$ cat src/rtl/avalon_to_ssram_bridge.sv
// Avalon-MM burst slave that turns bursts into single SSRAM commands for the HyperRAM controller.
// Optional read watchdog enabled by defining SSRAM_TIMEOUT_EN.
module avalon_to_ssram_bridge #(
    parameter int MAX_BURST = 64,
    parameter int BW        = 7,
    parameter int TIMEOUT   = 1023
) (
    input  logic          clk,
    input  logic          rst,
    input  logic [31:0]   avs_address,
    input  logic [BW-1:0] avs_burstcount,
    input  logic          avs_read,
    input  logic          avs_write,
    input  logic [15:0]   avs_writedata,
    output logic          avs_waitrequest,
    output logic [15:0]   avs_readdata,
    output logic          avs_readdatavalid,
    output logic          SSRAM_CS,
    output logic          SSRAM_OE,
    output logic          SSRAM_WE,
    output logic          SSRAM_address_spacing,
    output logic [31:0]   SSRAM_address,
    output logic [10:0]   SSRAM_burstcount,
    output logic [15:0]   SSRAM_in,
    input  logic [15:0]   SSRAM_out,
    input  logic          SSRAM_validout,
    input  logic          SSRAM_busy,
    input  logic          SSRAM_haltdata,
    output logic          bridge_error
);

    // state   | meaning
    // IDLE    | ready for a new Avalon command once the controller is not busy
    // WR_FILL | collecting the remaining write beats into the FIFO
    // WR_CMD  | write command strobe (CS+WE) to the controller
    // WR_DATA | streaming FIFO words, paced by haltdata
    // RD_CMD  | read command strobe (CS+OE) to the controller
    // RD_DATA | forwarding validout beats to the Avalon side
    // DRAIN   | CS released, waiting for the controller to go idle
    typedef enum logic [2:0] {
        IDLE, WR_FILL, WR_CMD, WR_DATA, RD_CMD, RD_DATA, DRAIN
    } state_t;

    localparam int AW = $clog2(MAX_BURST);

    state_t        state;
    logic [15:0]   fifo_mem [MAX_BURST];
    logic [AW-1:0] wr_ptr;
    logic [AW-1:0] rd_ptr;
    logic [AW-1:0] rd_ptr_nxt;
    logic [BW-1:0] burst_len;
    logic [BW-1:0] beats_left;
    logic [BW-1:0] eff_bc;
    logic          push;

`ifdef SSRAM_TIMEOUT_EN
    localparam int TW = $clog2(TIMEOUT + 1);
    logic [TW-1:0] tmr;
    logic          flush;
`endif

    assign avs_waitrequest = !(((state == IDLE) && !SSRAM_busy) || (state == WR_FILL));
    assign eff_bc          = (avs_burstcount == '0) ? BW'(1) : avs_burstcount;
    assign push            = ((state == IDLE) && !SSRAM_busy && avs_write) ||
                             ((state == WR_FILL) && avs_write);
    assign rd_ptr_nxt      = rd_ptr + 1'b1;

    always_ff @(posedge clk) begin
        if (push)
            fifo_mem[wr_ptr] <= avs_writedata;
    end

    always_ff @(posedge clk or posedge rst) begin
        if (rst) begin
            state                 <= IDLE;
            wr_ptr                <= '0;
            rd_ptr                <= '0;
            burst_len             <= '0;
            beats_left            <= '0;
            avs_readdata          <= '0;
            avs_readdatavalid     <= 1'b0;
            SSRAM_CS              <= 1'b0;
            SSRAM_OE              <= 1'b0;
            SSRAM_WE              <= 1'b0;
            SSRAM_address_spacing <= 1'b0;
            SSRAM_address         <= '0;
            SSRAM_burstcount      <= '0;
            SSRAM_in              <= '0;
            bridge_error          <= 1'b0;
`ifdef SSRAM_TIMEOUT_EN
            tmr                   <= '0;
            flush                 <= 1'b0;
`endif
        end else begin
            avs_readdatavalid <= 1'b0;
            if (push)
                wr_ptr <= wr_ptr + 1'b1;
            // stray read data is dropped but remembered
            if (SSRAM_validout && (state != RD_DATA))
                bridge_error <= 1'b1;

            case (state)
                IDLE: begin
                    if (!SSRAM_busy && (avs_write || avs_read)) begin
                        SSRAM_address_spacing <= avs_address[31];
                        SSRAM_address         <= {1'b0, avs_address[30:0]};
                        SSRAM_burstcount      <= {{(11-BW){1'b0}}, eff_bc};
                        burst_len             <= eff_bc;
                        if (avs_write) begin
                            if (avs_read)
                                bridge_error <= 1'b1;
                            if (eff_bc == BW'(1)) begin
                                state    <= WR_CMD;
                                SSRAM_CS <= 1'b1;
                                SSRAM_WE <= 1'b1;
                            end else begin
                                beats_left <= eff_bc - 1'b1;
                                state      <= WR_FILL;
                            end
                        end else begin
                            beats_left <= eff_bc;
                            state      <= RD_CMD;
                            SSRAM_CS   <= 1'b1;
                            SSRAM_OE   <= 1'b1;
                        end
                    end
                end
                WR_FILL: begin
                    if (avs_write) begin
                        beats_left <= beats_left - 1'b1;
                        if (beats_left == BW'(1)) begin
                            state    <= WR_CMD;
                            SSRAM_CS <= 1'b1;
                            SSRAM_WE <= 1'b1;
                        end
                    end
                end
                WR_CMD: begin
                    SSRAM_WE   <= 1'b0;
                    SSRAM_in   <= fifo_mem[rd_ptr];
                    beats_left <= burst_len;
                    state      <= WR_DATA;
                end
                WR_DATA: begin
                    // SSRAM_in always mirrors the FIFO head; advance it on each consumed word
                    if (!SSRAM_haltdata) begin
                        rd_ptr     <= rd_ptr_nxt;
                        SSRAM_in   <= fifo_mem[rd_ptr_nxt];
                        beats_left <= beats_left - 1'b1;
                        if (beats_left == BW'(1)) begin
                            state    <= DRAIN;
                            SSRAM_CS <= 1'b0;
                        end
                    end
                end
                RD_CMD: begin
                    SSRAM_OE <= 1'b0;
                    state    <= RD_DATA;
`ifdef SSRAM_TIMEOUT_EN
                    tmr      <= TW'(TIMEOUT);
                    flush    <= 1'b0;
`endif
                end
                RD_DATA: begin
`ifdef SSRAM_TIMEOUT_EN
                    if (flush) begin
                        avs_readdata      <= 16'hDEAD;
                        avs_readdatavalid <= 1'b1;
                        beats_left        <= beats_left - 1'b1;
                        if (beats_left == BW'(1)) begin
                            state    <= DRAIN;
                            SSRAM_CS <= 1'b0;
                            flush    <= 1'b0;
                        end
                    end else if (SSRAM_validout) begin
                        avs_readdata      <= SSRAM_out;
                        avs_readdatavalid <= 1'b1;
                        beats_left        <= beats_left - 1'b1;
                        tmr               <= TW'(TIMEOUT);
                        if (beats_left == BW'(1)) begin
                            state    <= DRAIN;
                            SSRAM_CS <= 1'b0;
                        end
                    end else if (tmr == '0) begin
                        flush        <= 1'b1;
                        bridge_error <= 1'b1;
                    end else begin
                        tmr <= tmr - 1'b1;
                    end
`else
                    if (SSRAM_validout) begin
                        avs_readdata      <= SSRAM_out;
                        avs_readdatavalid <= 1'b1;
                        beats_left        <= beats_left - 1'b1;
                        if (beats_left == BW'(1)) begin
                            state    <= DRAIN;
                            SSRAM_CS <= 1'b0;
                        end
                    end
`endif
                end
                DRAIN: begin
                    if (!SSRAM_busy)
                        state <= IDLE;
                end
                default: state <= IDLE;
            endcase
        end
    end

endmodule

$ cat config.mk
export PLATFORM = sky130hd
export DESIGN_NAME = avalon_to_ssram_bridge
export DESIGN_NICKNAME = d
export VERILOG_FILES = /design/src/rtl/avalon_to_ssram_bridge.sv
export SDC_FILE = /design/constraint.sdc
export NUM_CORES = 2
export LEC_CHECK = 0
export CAP_MARGIN = 25
export CORE_UTILIZATION = 35
export DETAILED_ROUTE_END_ITERATION = 12
export GPL_TIMING_DRIVEN = 0
export HOLD_SLACK_MARGIN = 0.05
export SLEW_MARGIN = 0
export SYNTH_ARGS = -nofsm -noshare
export SYNTH_HDL_FRONTEND = slang
export SYNTH_SLANG_ARGS = --single-unit
$ cat constraint.sdc
create_clock -name clk -period 4.8 [get_ports clk]
set_input_delay 0.48 -clock clk [delete_from_list [all_inputs] [get_ports clk]]
set_output_delay 0.48 -clock clk [all_outputs]
set_load 0.02 [all_outputs]
### Nets reached from selected ports

(1 px per µm)
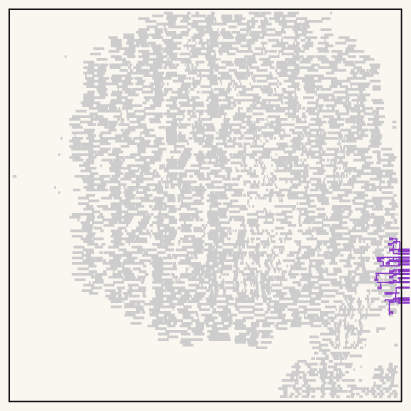
colour	port	direction	end cells	buffers	wire
purple	SSRAM_out	input	16	16	361 µm

==> results_slide.txt <==
Key Metrics from the Run

Worst setup path
  • CP Launch Type: flop
  • Crit path max-delay cell type: clkbuf_1
  • Crit Path Class: flop to flop
  • Worst Setup End Kind: flop
  • Crit-path max FO: 10
  • Most Frequent Cell on Critical Path: buf_6
  • Reg-to-Reg End: SSRAM_in[10]
  • Reg2reg start: rd_ptr[0]
  • Setup crit start: rd_ptr[0]
  • Critical path buffers and inverters: 5
  • Cell family with most CP delay: buffers and inverters
  • Crit path DRT: ~5.4 ns
  • Data arrival time of the worst path: about 5.0 ns
  • Critical path, cell by cell: buf_6 -> buf_6 -> buf_4 -> nor2b_1 -> buf_2 -> clkbuf_1 -> a22oi_1 -> nand3_1 -> nand2_1 -> nor3_1 -> nor4_1
  • Instance count on the critical path: 11

Logic synthesis
  • Xor/xnor share: less than 1%
  • Mean Syn Cell Area: roughly 18 µm²
  • Top-area cell type share of the netlist area: between 50% and 60%
  • Top cells by area: edfxtp_1 (58%), mux4_2 (20%), mux2i_1 (4.7%)
  • Area figure in the yosys stat output: 0.0529 mm²
  • Sequential area share after synthesis: ~63%
  • Adder Area Share: 0.142%
  • Synth async-reset ratio: under 10%
  • Top post-synthesis cells by count: edfxtp_1 (1024), mux4_2 (461), mux2i_1 (250)
  • Seq cells post-synth: between 1000 and 1500
  • Main logic family: multiplexers
  • Yosys aoi share: 3.92%
  • Unique cell types: between 70 and 80
  • Area leader, netlist: edfxtp_1
  • Ys cells: 2906
  • Synth warn: 0
  • Post-synthesis cell count: 2906

Clock network
  • Sink Count: approximately 1100
  • CTS buffer count: around 110
  • Resized cells post-CTS: 0
  • CTS tree: done
  • Clk_lat worst skew: between 0.7 and 0.8 ns
  • Hold buffers post-CTS: 1
  • Post-CTS setup buffers: 0
  • CTS HTree Levels: 3

GRT
  • GRT met1 Usage: 34.5%
  • First-pass GRT wire length: ~270000 µm
  • Pin count of the biggest net entering global routing: around 60
  • Met3 Use GR: under 10%
  • Total Routing Usage GR: 25.7%
  • Remaining global-route overflow: 0
  • Met2 Use GR: approximately two fifths
  • Global route hottest layer: met2
  • Initial antenna violation count: 7

Final layout
  • Largest Register: fifo_mem
  • Ant diodes: 0
  • Flop count: 1122
  • Most frequent cells in the layout: edfxtp_1 (1024), mux4_2 (461), mux2i_1 (250), nand2_1 (150), clkdlybuf4s50_1 (137)
  • Comb_multi_in: 1557
  • Logic area: 0.0186 mm²
  • Top cell category: flip-flops and latches
  • Post-Layout Cell Count: 5339
  • Buffer share of cell area: under 10%
  • Synth-to-layout area growth: 17.3%
  • Layout cell share with drive strength beyond 1: ~30%
  • Comb area share: a little under a third
  • Number of non-clock inverters: 14
  • Max reg flops: just over 1000
  • FILL cells: approximately 13000
  • Nets@finish: between 3000 and 4000

Floorplan
  • Die height: roughly 390 µm
  • Floorplan core density: 35.3%
  • Total die size: ~0.15 mm²
  • I/O pin count: 160

Place
  • Worst slack, placed: between 0.8 and 0.9 ns
  • Dpl hpwl: approximately 140000 µm
  • I/O Buffers: around 150

Run
  • Tool warning count: 29

Power and ir drop
  • Total power: between 0.04 and 0.05 W
  • Comb power frac: between 40% and 50%
  • Sequential Power Share: 27.6%
  • Psw: approximately 0.017 W
  • Pint: roughly 0.025 W
  • Peak supply drop: 0.000351 V
  • Leak: 19.9 nW
  • Clock power frac: 22.6%
  • Combinational group power: 0.0207 W

Timing
  • Slew headroom: between 20% and 30%
  • Setup ws final: 0.355 ns
  • Total negative slack: 0 ns
  • Slew @ Worst Pin: 1.16 ns
  • Hold Fails Final Rpt: 0
  • Cycle use final: between 90% and 100%
  • Min Hold Slack: ~0.14 ns
  • Final Critical Period: ~4.4 ns
  • Slew Limit Fails: 0
  • Worst Skew: ~0.043 ns

Detailed routing
  • DR WL/cell: 37.0 µm
  • Final WL: 198000 µm
  • M1 WL: around 76000 µm
  • Met2 WL post-DR: roughly 87000 µm
  • Top Layer Used: met5
  • # DRC: 0
  • Detail Route Antenna Nets: 0
  • Vias per inst: 6.29
  • 1st-iter DRT viols: approximately 5200
  • DRT Pass-1 Iters: 6
  • Met3 wire length: approximately 25000 µm

Worst hold path
  • Hold path cells: 1

Run status
  • Status: finished, final reports clean
### Sequential cells grouped by signal name

(1 px per µm) Other sequential cells in the stronger grey, the rest of the logic in the fainter grey.
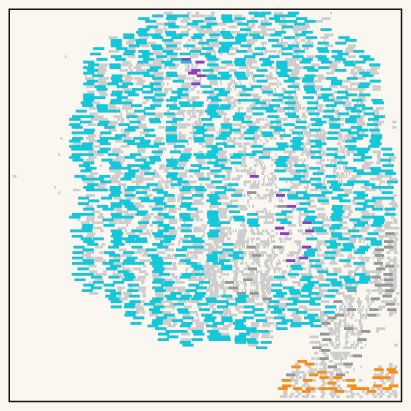
colour	netlist name	placed flops
cyan	fifo_mem	1024
purple	SSRAM_in	16
orange	SSRAM_address	31
not coloured	51
P_seq: 0.0114 W
sequential cell area share: 53.5%
Flop area: 0.0332 mm²
fin util: 41.4%

Power is estimated from default activity; no workload was simulated.
